[src/rtl/div23_recon_seq_pkg.sv]
// Shared constants, FSM state type and step-count helper for the /23 reconstruction datapath.
package div23_pkg;

    localparam int DIVISOR     = 23;
    localparam int DEF_N       = 64;
    localparam int DEF_Q_W     = 60;
    localparam int DEF_R_W     = 5;
    localparam int DEF_DIGIT_W = 4;

    typedef enum logic [1:0] {
        IDLE = 2'd0,
        RUN  = 2'd1,
        DONE = 2'd2
    } state_t;

    function automatic int step_count(input int q_w, input int digit_w);
        return q_w / digit_w;
    endfunction

endpackage

[src/rtl/div23_recon_seq_mac.sv]
// div23_digit_mac: one Horner step, acc_next = (acc << DIGIT_W) + d*23 + (last ? r : 0).
// Purely combinational so the divider's self-check can reuse the same step.
module div23_digit_mac #(
    parameter int ACC_W   = 70,
    parameter int DIGIT_W = 4,
    parameter int R_W     = 5
) (
    input  logic [ACC_W-1:0]   acc,
    input  logic [DIGIT_W-1:0] d,
    input  logic               last,
    input  logic [R_W-1:0]     r,
    output logic [ACC_W-1:0]   acc_next
);

    logic [ACC_W-1:0] d_ext_s;
    logic [ACC_W-1:0] d_x23_s;
    logic [ACC_W-1:0] r_ext_s;

    assign d_ext_s = {{(ACC_W-DIGIT_W){1'b0}}, d};
    // 23 = 16 + 4 + 2 + 1, kept as shift-adds so no multiplier is inferred
    assign d_x23_s = (d_ext_s << 3'd4) + (d_ext_s << 3'd2) + (d_ext_s << 3'd1) + d_ext_s;
    assign r_ext_s = last ? {{(ACC_W-R_W){1'b0}}, r} : {ACC_W{1'b0}};
    assign acc_next = (acc << DIGIT_W) + d_x23_s + r_ext_s;

endmodule

[src/rtl/div23_recon_seq.sv]
// div23_recon_seq: rebuilds x = q*23 + r by digit-serial Horner evaluation, MSB digit first.
// Define DIV23_RECON_CHECK_EN to register a range-error flag (r >= 23 or x >= 2^N) with the result.
module div23_recon_seq
    import div23_pkg::*;
#(
    parameter int N       = DEF_N,
    parameter int Q_W     = DEF_Q_W,
    parameter int R_W     = DEF_R_W,
    parameter int DIGIT_W = DEF_DIGIT_W
) (
    input  logic           clk,
    input  logic           rst,
    input  logic           in_valid,
    output logic           in_ready,
    input  logic [Q_W-1:0] in_q,
    input  logic [R_W-1:0] in_r,
    output logic           out_valid,
    input  logic           out_ready,
    output logic [N-1:0]   out_x,
    output logic           out_err
);

`ifdef DIV23_RECON_CHECK_EN
    localparam int ACC_W = N + R_W + 1;
`else
    localparam int ACC_W = N + 1;
`endif
    localparam int STEPS = step_count(Q_W, DIGIT_W);
    localparam int CNT_W = (STEPS > 1) ? $clog2(STEPS) : 1;
    localparam logic [CNT_W-1:0] CNT_LAST = CNT_W'(STEPS - 1);
    localparam logic [CNT_W-1:0] CNT_ONE  = CNT_W'(1);

    if ((Q_W % DIGIT_W) != 0) begin : g_bad_digit_w
        $error("div23_recon_seq: DIGIT_W must divide Q_W");
    end

    state_t             state_r, state_s;
    logic [Q_W-1:0]     q_sh_r, q_sh_s;
    logic [R_W-1:0]     r_r, r_s;
    logic [ACC_W-1:0]   acc_r, acc_s;
    logic [CNT_W-1:0]   cnt_r, cnt_s;
    logic               in_ready_r, in_ready_s;
    logic               out_valid_r, out_valid_s;
    logic [N-1:0]       out_x_r, out_x_s;
    logic [DIGIT_W-1:0] d_s;
    logic               last_s;
    logic [ACC_W-1:0]   acc_next_s;

    assign d_s    = q_sh_r[Q_W-1 -: DIGIT_W];
    assign last_s = (cnt_r == CNT_LAST);

    div23_digit_mac #(
        .ACC_W   (ACC_W),
        .DIGIT_W (DIGIT_W),
        .R_W     (R_W)
    ) u_mac (
        .acc      (acc_r),
        .d        (d_s),
        .last     (last_s),
        .r        (r_r),
        .acc_next (acc_next_s)
    );

`ifdef DIV23_RECON_CHECK_EN
    localparam logic [R_W-1:0] DIV_R = R_W'(DIVISOR);
    logic out_err_r, out_err_s;
    logic range_err_s;

    // anything at or above bit N means the true result does not fit the output
    assign range_err_s = (r_r >= DIV_R) | (|acc_next_s[ACC_W-1:N]);
    assign out_err     = out_err_r;
`else
    assign out_err = 1'b0;
`endif

    assign in_ready  = in_ready_r;
    assign out_valid = out_valid_r;
    assign out_x     = out_x_r;

    // next-state and next-output logic; every register holds unless its state updates it
    always_comb begin
        state_s     = state_r;
        q_sh_s      = q_sh_r;
        r_s         = r_r;
        acc_s       = acc_r;
        cnt_s       = cnt_r;
        in_ready_s  = in_ready_r;
        out_valid_s = out_valid_r;
        out_x_s     = out_x_r;
`ifdef DIV23_RECON_CHECK_EN
        out_err_s   = out_err_r;
`endif
        case (state_r)
            IDLE: begin
                in_ready_s = 1'b1;
                if (in_valid && in_ready_r) begin
                    q_sh_s     = in_q;
                    r_s        = in_r;
                    acc_s      = {ACC_W{1'b0}};
                    cnt_s      = {CNT_W{1'b0}};
                    in_ready_s = 1'b0;
                    state_s    = RUN;
                end else begin
                    state_s = IDLE;
                end
            end
            RUN: begin
                in_ready_s = 1'b0;
                acc_s      = acc_next_s;
                q_sh_s     = q_sh_r << DIGIT_W;
                cnt_s      = cnt_r + CNT_ONE;
                if (last_s) begin
                    out_valid_s = 1'b1;
                    out_x_s     = acc_next_s[N-1:0];
`ifdef DIV23_RECON_CHECK_EN
                    out_err_s   = range_err_s;
`endif
                    state_s     = DONE;
                end else begin
                    state_s = RUN;
                end
            end
            DONE: begin
                if (out_ready) begin
                    out_valid_s = 1'b0;
                    in_ready_s  = 1'b1;
                    state_s     = IDLE;
                end else begin
                    state_s = DONE;
                end
            end
            default: begin
                in_ready_s  = 1'b0;
                out_valid_s = 1'b0;
                state_s     = IDLE;
            end
        endcase
    end

    // state and datapath registers; reset discards any partial result
    always_ff @(posedge clk or posedge rst) begin
        if (rst) begin
            state_r     <= IDLE;
            q_sh_r      <= {Q_W{1'b0}};
            r_r         <= {R_W{1'b0}};
            acc_r       <= {ACC_W{1'b0}};
            cnt_r       <= {CNT_W{1'b0}};
            in_ready_r  <= 1'b0;
            out_valid_r <= 1'b0;
            out_x_r     <= {N{1'b0}};
`ifdef DIV23_RECON_CHECK_EN
            out_err_r   <= 1'b0;
`endif
        end else begin
            state_r     <= state_s;
            q_sh_r      <= q_sh_s;
            r_r         <= r_s;
            acc_r       <= acc_s;
            cnt_r       <= cnt_s;
            in_ready_r  <= in_ready_s;
            out_valid_r <= out_valid_s;
            out_x_r     <= out_x_s;
`ifdef DIV23_RECON_CHECK_EN
            out_err_r   <= out_err_s;
`endif
        end
    end

endmodule

[config.mk]
export PLATFORM = sky130hd
export DESIGN_NAME = div23_recon_seq
export DESIGN_NICKNAME = d
export VERILOG_FILES = /design/src/rtl/div23_recon_seq_pkg.sv /design/src/rtl/div23_recon_seq_mac.sv /design/src/rtl/div23_recon_seq.sv
export SDC_FILE = /design/constraint.sdc
export NUM_CORES = 1
export LEC_CHECK = 0
export CORE_AREA = 2 2 145 147
export DETAILED_ROUTE_END_ITERATION = 10
export DIE_AREA = 0 0 147 149
export GPL_ROUTABILITY_DRIVEN = 0
export PLACE_DENSITY = 0.72
export SYNTH_ARGS = -nofsm -noshare
export SYNTH_HDL_FRONTEND = slang
export SYNTH_HIERARCHICAL = 1
export SYNTH_SLANG_ARGS = --single-unit
[constraint.sdc]
create_clock -name clk -period 9 [get_ports clk]
set_input_delay 1.8 -clock clk [delete_from_list [all_inputs] [get_ports clk]]
set_output_delay 1.8 -clock clk [all_outputs]
set_load 0.05 [all_outputs]
Cells coloured by class:
(2 px per um) Fill, decap, tap and diode cells in grey.
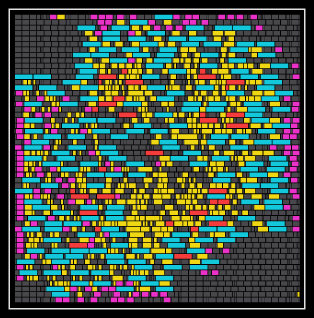
cyan -> registers  # cells 197, share of their area 43%
yellow -> remaining logic cells  # cells 594, share of their area 39%
magenta -> remaining buffers and delay cells  # cells 141, share of their area 12%
red -> clock drivers and dummy loads  # cells 32, share of their area 5.2%
utilization after layout: 0.572
flop share of the area: 0.419
post-route design area: 11800 um2
Core Region: 20600 um2

Clock wiring as the flow saved it:
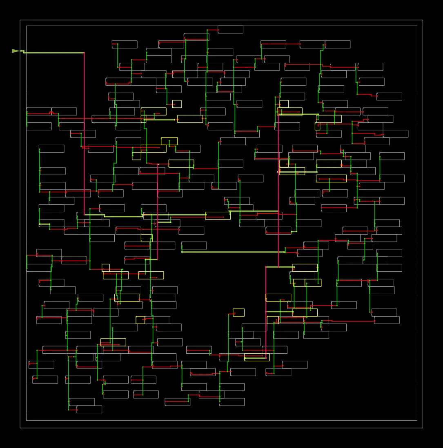
TritonCTS buffer count: 17
num sequential: 197
Final Skew: 9.87 ps
power in the clock group: 771 uW

Nets reached from selected ports:
(2 px per um)
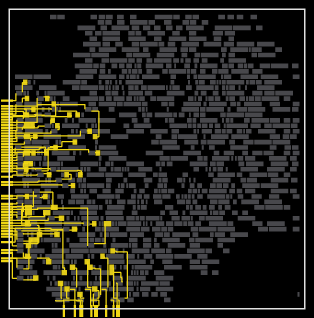
yellow -> in_q  # bits 60, direction input, end cells 60, buffers 60, wire 1370 um
# port buffers: 134
Boundary Pins: 136

Clock distribution:
(3 px per um)
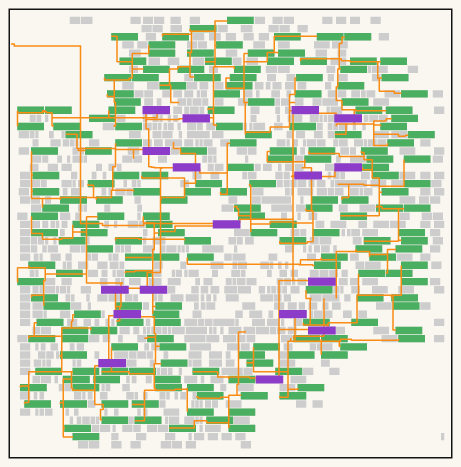
green -> flip-flops  # count 197
orange -> clock wires  # length 2340 um
purple -> clock-net drivers  # count 17
routed clock nets = 18
flops lie = all over the die
Clk Latency, worst-skew pair: 430 ps
proportion of power drawn by the clock network: 0.163

Metal 2:
(3 px per um)
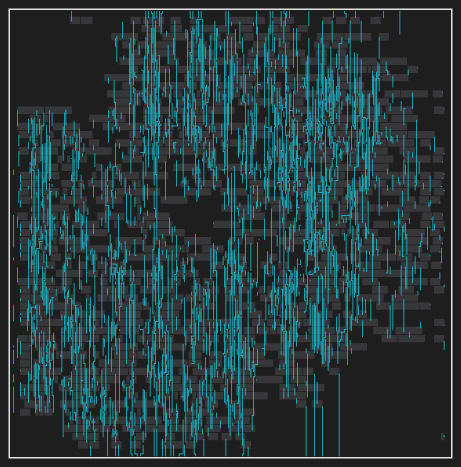
main direction = vertical
share of all routed wire = 47%
nets with wire on the layer = 908
wire length on this layer = 10200 um
Total Routed Length: 21.6 mm
met2 GRT Util: 0.333
routed via count: 6959

==> changes_impl.md <==
### Implementation results

- Met3 Use GR: 0.0560
- Reg2reg path depth: 17
- Post-DP HPWL: 14.4 mm
- CP endpoint kind: flip-flop
- Filler Cells Inserted: 1750
- DR WL met3: 1.28 mm
- Overflow after GRT: 0
- Final net count: 1052
- Critical Path Sink: out_x[49]
- Inverters excl. clock: 46
- Final TNS setup: 0 ps
- Mapped cell area: 9750 um2
- Critical path required time: 9320 ps
- Status: finished clean
- Initial antenna violation count: 1
- M1 GR Usage: 0.271
- Die width: 147 um
- Register Area: 4930 um2
- Worst-case clock buffer depth: 2
- Fin crit share: 0.542
- Comb/total area: 0.368
- Tightest Pin Transition: 929 ps
- Post-CTS Hold Buffers: 0
- Hold endpoint: r_r[4]
- Die height: 149 um
- Comb area: 4330 um2
- H-tree depth reported by CTS: 4
- R2R setup slack: 4120 ps
- Remaining DRCs: 0
- Post-Synthesis Net Count: 942
- Startpoint class of the critical path: flip-flop
- Pleak: 0.00544 uW
- Total global-route track usage: 0.203
- Hold_ws: 471 ps
- CP arrival: 5200 ps
- Floorplan core density: 0.474
- Hold path start: r_r[4]
- Top routing layer in use: met5
- Max Slew Vio Count: 0
- Cell Area, Placed: 11200 um2
- Post-layout min period: 4880 ps
- Synthesized area per cell: 11.6 um2
- Unrepaired setup endpoints after global routing: false
- Max-cap check violation count: 0
- Resize count post-CTS: 0
- Fraction of layout cells with a size suffix above 1: 0.123
- DR iter-0 viols: 404
- Met1 wire length: 9.75 mm
- ANT cells: 0
- Syn-to-layout area delta: 20.7%
- Worst Setup Path Type: flip-flop to flip-flop
- CP max FO: 5
- Synth warn: 6
- P per Cell Area: 401 nW/um2
- CTS root buf: clkbuf_16
- First-pass DRT Iterations: 5
- First-pass GRT wire length: 35.7 mm
- ClkCell Share: 0.0505
- Number of logic gates: 548
- Final hold vios: 0
- TritonCTS clock tree: yes
- Setup crit start: q_sh_r[56]
- DR WL met2: 10.2 mm
- Log Warnings: 29
- Capturing point of the worst reg2reg path: out_x[49]
- Sink Count: 197
power breakdown:
group | switching, uW | internal [uW] | total (uW)
registers | 302 | 1230 | 1540
clock network | 374 | 397 | 771
logic | 1370 | 1050 | 2420
layout by cell type, fill, tap and decap left out, types with 2 or more instances in the layout:
cell	n
dfrtp_1	197
clkdlybuf4s50_1	134
a22o_1	65
nand2_1	59
inv_1	45
a21oi_1	43
mux2_4	38
xnor2_1	38
o22ai_1	32
xor2_1	27
o21ai_0	26
mux2_2	26
ha_1	26
nor2_1	23
a22oi_1	20
nand3_1	19
nand4_1	19
clkbuf_16	17
and3_1	9
a21o_1	7
nor3_1	7
buf_4	7
and2_1	7
a221o_1	6
and4_1	6
fa_1	6
inv_8	5
nor4_1	5
nand2b_1	3
inv_6	3
o21bai_1	3
nor2b_1	3
clkinv_4	2
clkinv_2	2
clkinv_8	2
nand3_2	2
nor3_2	2
flip-flops by register name, indices dropped and copies added (netlist names):
register / count
out_x: 64
cnt_r: 4
out_valid: 1
q_sh_r: 60
r_r: 5
state_r: 2
acc_r: 60
in_ready: 1
worst max-delay path, stage by stage (launching register included):
cell      delay (ps)
dfrtp_1          460
fa_1             560
ha_1             160
inv_1             50
fa_1             400
inv_1             70
a21oi_1           60
o21bai_1         190
xor2_1           180
ha_1             250
ha_1             370
and3_1           200
a221o_1          400
a22oi_1          470
or4_1            410
nor2_1            90
xor2_1           170
mux2_2           270
metrics by stage:
stage / worst slack [ps] / utilization / std cells / power, uW
after floorplan: 1830 / - / 841 / 3350
after global placement: 4270 / 0.544 / 1207 / 3890
after detailed placement: 4170 / 0.544 / 1207 / 3990
after CTS: 4150 / 0.572 / 1239 / 4770
after global routing: 3880 / 0.572 / 1239 / 5090
final: 4120 / 0.572 / 1239 / 4720
No activity file was given, so power comes from the tool's default toggle rates.
